$ cat src/rtl/event_irq_scheduler_if.sv
// event_irq_scheduler_if: AHB-Lite slave bus bundle for the event IRQ scheduler
interface event_irq_scheduler_if;
  logic [31:0] HADDR;
  logic [31:0] HWDATA;
  logic        HWRITE;
  logic        HREADY;
  logic        HSEL;
  logic [2:0]  HSIZE;
  logic [1:0]  HTRANS;
  logic [31:0] HRDATA;
  logic        HREADYOUT;
  modport master (output HADDR, HWDATA, HWRITE, HREADY, HSEL, HSIZE, HTRANS, input HRDATA, HREADYOUT);
  modport slave (input HADDR, HWDATA, HWRITE, HREADY, HSEL, HSIZE, HTRANS, output HRDATA, HREADYOUT);
endinterface

$ cat src/rtl/event_irq_scheduler.sv
// event_irq_scheduler: latches event pulses, round-robin picks one and raises a gap-limited IRQ
module event_irq_scheduler #(
  parameter int N_SRC      = 4,
  parameter int GAP_CYCLES = 32
) (
  input  logic                 HCLK,
  input  logic                 HRESETn,
  event_irq_scheduler_if.slave bus,
  input  logic [N_SRC-1:0]     EventPulse,
  output logic                 IRQ
);
  localparam int IDW = $clog2(N_SRC);
  localparam int GW  = $clog2(GAP_CYCLES + 1);
  typedef enum logic [1:0] {IDLE = 2'd0, ASSERT = 2'd1, GAP = 2'd2} state_t;
  state_t state, state_n;
  logic [N_SRC-1:0] pending, enable, req, clr;
  logic [IDW-1:0] active_id, rr_ptr, pick, rr_next;
  logic [GW-1:0] gap_cnt;
  logic a_valid, a_write, ack, en_wr, unused;
  logic [2:0] a_idx;
  function automatic logic [IDW-1:0] idx_of(input logic [IDW-1:0] base, input int k);
    return IDW'(int'(base) + k >= N_SRC ? int'(base) + k - N_SRC : int'(base) + k);
  endfunction
  assign req     = pending & enable;
  assign ack     = a_valid && a_write && a_idx == 3'd3 && state == ASSERT;
  assign en_wr   = a_valid && a_write && a_idx == 3'd1;
  assign clr     = ack ? N_SRC'(1) << active_id : '0;
  assign rr_next = active_id == IDW'(N_SRC - 1) ? '0 : active_id + 1'b1;
  assign bus.HREADYOUT = 1'b1;
  assign bus.HRDATA = a_idx == 3'd0 ? 32'(pending) :
                      a_idx == 3'd1 ? 32'(enable) :
                      a_idx == 3'd2 ? {state == ASSERT, 31'(active_id)} :
                      a_idx == 3'd4 ? 32'(state) : '0;
  assign unused = &{1'b0, bus.HSIZE, bus.HADDR[31:5], bus.HADDR[1:0], bus.HWDATA[31:N_SRC]};
  // lowest offset from rr_ptr wins, so scan downward and let later hits override
  always_comb begin
    pick = rr_ptr;
    for (int k = N_SRC - 1; k >= 0; k--)
      if (req[idx_of(rr_ptr, k)]) pick = idx_of(rr_ptr, k);
  end
  always_comb begin
    state_n = state;
    state_n = (state == IDLE && |req) ? ASSERT :
              ack ? GAP :
              (state == GAP && gap_cnt == '0) ? IDLE : state;
  end
  always_ff @(posedge HCLK or negedge HRESETn)
    if (!HRESETn) begin
      state <= IDLE;
      IRQ   <= 1'b0;
    end else begin
      state <= state_n;
      IRQ   <= state_n == ASSERT;
    end
  always_ff @(posedge HCLK or negedge HRESETn)
    if (!HRESETn) begin
      pending   <= '0;
      enable    <= '0;
      active_id <= '0;
      rr_ptr    <= '0;
      gap_cnt   <= '0;
      a_valid   <= 1'b0;
      a_write   <= 1'b0;
      a_idx     <= '0;
    end else begin
      pending <= (pending & ~clr) | EventPulse;
      if (en_wr) enable <= bus.HWDATA[N_SRC-1:0];
      if (state == IDLE && |req) active_id <= pick;
      if (ack) begin
        rr_ptr  <= rr_next;
        gap_cnt <= GW'(GAP_CYCLES - 1);
      end else if (state == GAP && gap_cnt != '0) gap_cnt <= gap_cnt - 1'b1;
      if (bus.HREADY) begin
        a_valid <= bus.HSEL && bus.HTRANS != 2'b00;
        a_write <= bus.HWRITE;
        a_idx   <= bus.HADDR[4:2];
      end
    end
endmodule
$ cat src/flat_wrapper.sv
// flat-port wrapper written by rule: the top's interface ports become plain ports
module event_irq_scheduler_flat 
#(
  parameter int N_SRC      = 4,
  parameter int GAP_CYCLES = 32
)
  (HCLK, HRESETn, EventPulse, IRQ, bus_HADDR, bus_HWDATA, bus_HWRITE, bus_HREADY, bus_HSEL, bus_HSIZE, bus_HTRANS, bus_HRDATA, bus_HREADYOUT);
  event_irq_scheduler_if bus_i ();
  input  logic HCLK;
  input  logic HRESETn;
  input  logic [N_SRC-1:0] EventPulse;
  output logic IRQ;
  input wire logic [$bits(bus_i.HADDR)-1:0] bus_HADDR;
  input wire logic [$bits(bus_i.HWDATA)-1:0] bus_HWDATA;
  input wire logic [$bits(bus_i.HWRITE)-1:0] bus_HWRITE;
  input wire logic [$bits(bus_i.HREADY)-1:0] bus_HREADY;
  input wire logic [$bits(bus_i.HSEL)-1:0] bus_HSEL;
  input wire logic [$bits(bus_i.HSIZE)-1:0] bus_HSIZE;
  input wire logic [$bits(bus_i.HTRANS)-1:0] bus_HTRANS;
  output wire logic [$bits(bus_i.HRDATA)-1:0] bus_HRDATA;
  output wire logic [$bits(bus_i.HREADYOUT)-1:0] bus_HREADYOUT;
  assign bus_i.HADDR = bus_HADDR;
  assign bus_i.HWDATA = bus_HWDATA;
  assign bus_i.HWRITE = bus_HWRITE;
  assign bus_i.HREADY = bus_HREADY;
  assign bus_i.HSEL = bus_HSEL;
  assign bus_i.HSIZE = bus_HSIZE;
  assign bus_i.HTRANS = bus_HTRANS;
  assign bus_HRDATA = bus_i.HRDATA;
  assign bus_HREADYOUT = bus_i.HREADYOUT;
  event_irq_scheduler #(.N_SRC(N_SRC), .GAP_CYCLES(GAP_CYCLES)) u_core (.HCLK(HCLK), .HRESETn(HRESETn), .bus(bus_i), .EventPulse(EventPulse), .IRQ(IRQ));
endmodule
$ cat config.mk
export PLATFORM = sky130hd
export DESIGN_NAME = event_irq_scheduler_flat
export DESIGN_NICKNAME = d
export VERILOG_FILES = /design/src/rtl/event_irq_scheduler_if.sv /design/src/rtl/event_irq_scheduler.sv /design/src/flat_wrapper.sv
export SDC_FILE = /design/constraint.sdc
export NUM_CORES = 1
export LEC_CHECK = 0
export CAP_MARGIN = 10
export CORE_MARGIN = 10
export CORE_UTILIZATION = 38
export CTS_CLUSTER_DIAMETER = 100
export CTS_CLUSTER_SIZE = 20
export DETAILED_ROUTE_END_ITERATION = 8
export PLACE_DENSITY_LB_ADDON = 0.15
export SYNTH_ARGS = -nofsm -noshare
export SYNTH_HDL_FRONTEND = slang
export SYNTH_SLANG_ARGS = --single-unit
$ cat constraint.sdc
create_clock -name HCLK -period 3.73 [get_ports HCLK]
set_input_delay 0.373 -clock HCLK [delete_from_list [all_inputs] [get_ports HCLK]]
set_output_delay 0.373 -clock HCLK [all_outputs]
set_load 0.05 [all_outputs]
==> qor.csv <==
metric,value,unit
first-pass GRT wire length,5658,um
sequential share of power,41.9,%
CP endpoint kind,output pin,
# DRC,0,
Largest cell class,multi-input combinational cells,
Hold Crit Class,in2async,
combinational share of power,38.0,%
Max rail drop VDD,419.5,uV
clk sinks,26,
Top Usage Layer GRT,met2,
TritonCTS clock tree,built,
final slew viol count,0,
# Cells Yosys,163,
vias in the first global route,1178,
"Most flops, register",u_core.gap_cnt,
met3 Usage GRT,3.768,%
n_diodes,0,
"Slowest-stage cell, CP",clkdlybuf4s50_1,
Final Hold Fails,0,
Sw Pwr,0.0004652,W
number of fill cells,405,
iteration tally of the first detailed-router pass,4,
Sequential Area,650.6,um2
Pleak,0.7768,nW
ANT nets after route,0,
fin crit share,67.27,%
non-clock inverter count,6,
Period minus WS final,2.509,ns
"area leader, netlist",dfrtp_1,
power density over the cells,630.9,mW/mm2
CP Cell Sequence,mux2i_1 -> nor2_1 -> a21oi_1 -> o21ai_0 -> clkdlybuf4s50_1,
CP top delay family,buffers and inverters,
Mux area share,8.833,%
top-count cell post-synth,buf_4,
Die Wd,84.62,um
Worst EP arrival,2.14,ns
CTS Hold Bufs,0,
Tap Count,50,
Comb/total area,42.61,%
post-synthesis chip area from yosys,0.001587,mm2
NonClk Buf Share,13.06,%
Dominant cell area share,41.01,%
tool warnings,89,
H-tree Lvls,1,
MI comb cells,125,
comb area leader,buffers and inverters,
run status,completed,
Design Power,0.001149,W
Tot GR Track Use,9.375,%
number of enable flip-flop cells,0,
"Area growth, synth to finish",14.75,%
final net count,269,
Initial DRC Count,53,
Largest register FFs,6,
Sw Share,40.50,%
I/O pin count,112,
Root Buffer,clkbuf_8,
ys flop type,dfrtp_1,
GR Overflow Total,0,
largest registers,"u_core.gap_cnt: 6 flops, u_core.enable: 4 flops, u_core.pending: 4 flops",
bufs w/o clock,24,
top cells by count,"28 x buf_4, 26 x dfrtp_1, 17 x nand2_1",
Post-CTS Setup Bufs,0,
GR Util met1,9.580,%
worst setup margin,1.221,ns
largest net degree at the start of global routing,27,
RePlAce Congestion,0.7732,
post-DP HPWL,2715,um
critical path class,reg2out,
Least-Margin Pin Slew,0.5961,ns
Avg Inst Size Synth,9.733,um2
via count,1106,
RSZ-0062 raised after global routing,no,
warnings from Yosys,0,
top cells by area,"dfrtp_1 41%, buf_4 13%, mux2_2 5.7%, nand2_1 4.0%, ha_1 3.9%",
Post-Route WL,3393,um
Simple-Gate Area Share,14.51,%
post-CTS sizing,0,
Critical Path Max Stage Delay,0.84,ns
chip area,0.007160,mm2
Chip Height,84.62,um
setup violators final,0,
share of layout cells above drive strength 1,10.81,%
Comb area,775.7,um2
IO Port Bufs,23,
[power by group through the flow]
stage / Sequential, W / Combinational, W / Clock, W
finish: 0.000481 / 0.000437 / 0.000231
global route: 0.000495 / 0.000482 / 0.000255
CTS: 0.000480 / 0.000439 / 0.000242
detailed placement: 0.000486 / 0.000435 / 0
global placement: 0.000482 / 0.000422 / 0
floorplan: 0.000463 / 0.000365 / 0
[through the flow]
stage | util (%) | instances | hold WS (ns) | instance area (um2)
4_1_cts | 45.19 | 235 | 0.4645 | 1821
2_1_floorplan | - | 189 | 0.07741 | 1684
3_3_place_gp | 43.42 | 231 | 0.4914 | 1749
6_report | 45.19 | 235 | 0.4540 | 1821
3_5_place_dp | 43.42 | 231 | 0.4967 | 1749
5_1_grt | 45.19 | 235 | 0.4747 | 1821
[layer usage]
metal,share of wire [%],vias up
met5,0,-
met4,0.21,0
met3,5.5,2
met2,55,24
met1,40,530
li1,-,550
[cell usage in the layout, fill, tap and decap left out, drive strengths merged, types with 2 or more instances in the layout]
cell            n
ha              5
a211oi          2
nor3b           2
o211ai          2
clkbuf          3
xnor2           2
dfrtp          26
o21ai          10
conb           28
nand2          17
a21o            4
mux2            8
nand3           2
inv             6
clkdlybuf4s50  23
nor2           10
mux2i           5
a21oi           7
nor3            4
[final timing paths]
check | startpoint | slack, ns | cells after the start | end
max | u_core.a_idx[0] | 1.22 | 5 | bus_HRDATA[1]
min | HRESETn | 0.45 | 2 | u_core.a_valid
max reg2reg | u_core.a_idx[0] | 2.02 | 4 | u_core.pending[3]
min reg2reg | u_core.pending[2] | 0.51 | 1 | u_core.pending[2]
max in group asynchronous | HRESETn | 3.02 | 2 | u_core.enable[3]
min in group HCLK | u_core.pending[2] | 0.51 | 1 | u_core.pending[2]
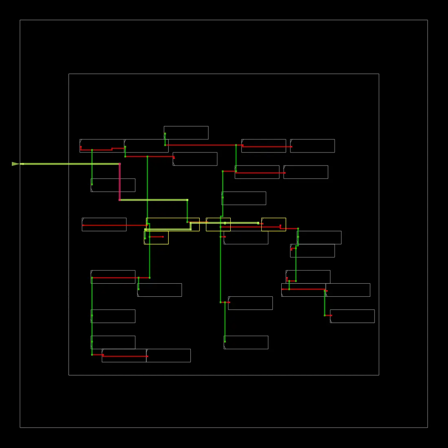
**Above:** clock nets.
clk_skew: 0.004589 ns
clk latency late pin: 0.27 ns
Num CTS Buffers: 3

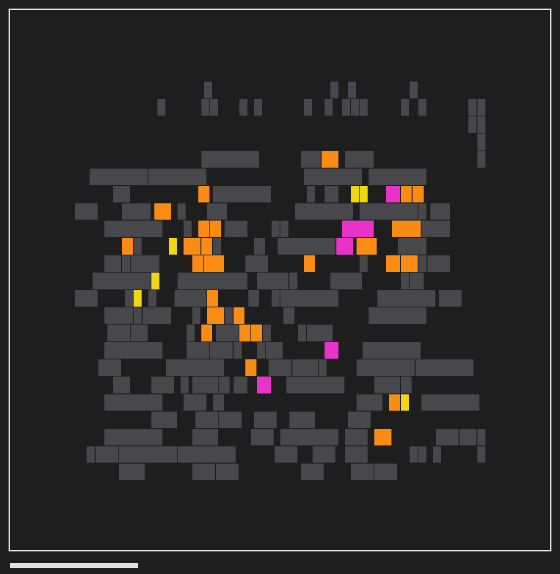
**Above:** logic cells by family.
Scale bar: 20 um.
Key: AND and OR gates = magenta [cells 5]; inverting AOI/OAI gates = orange [cells 26]; inverters = yellow [cells 6]

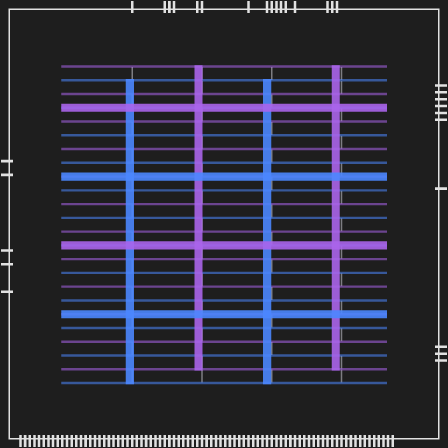
**Above:** power grid.
Pins as bars on the die edge. Tap cells in gray.
Key: VDD = purple; VSS = blue
50 tap cells. 4 straps on met4. 112 signal pins sit on the boundary. 4 straps on met5.

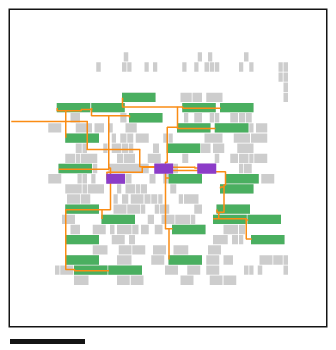
**Above:** routed clock nets over the placement.
Scale bar: 20 um.
Key: cells driving clock nets = purple [count 3]; clock wires = orange [length 329 um]; flip-flops = green [count 26]
There are 4 routed clock nets.
Clock Power: 0.000231 W
Clk network pwr share: 20.1%

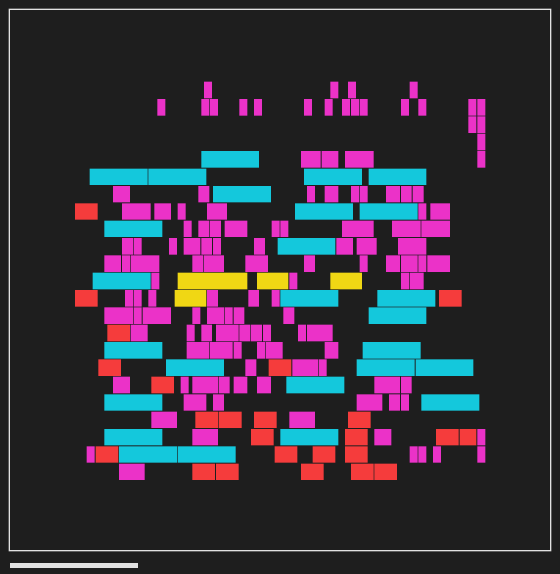
**Above:** placement by cell class.
Scale bar: 20 um.
Key: other buffers and delay cells = red [cells 24, share of their area 14%]; flops = cyan [cells 26, share of their area 37%]; clock drivers and dummy loads = yellow [cells 4, share of their area 4.1%]; all other logic = magenta [cells 131, share of their area 45%]
final core utilization: 45.19%
row cnt: 23
Seq area share: 35.74%
core area: 0.004029 mm2
post-route cell area: 0.001821 mm2

Power and IR drop assume default switching activity.
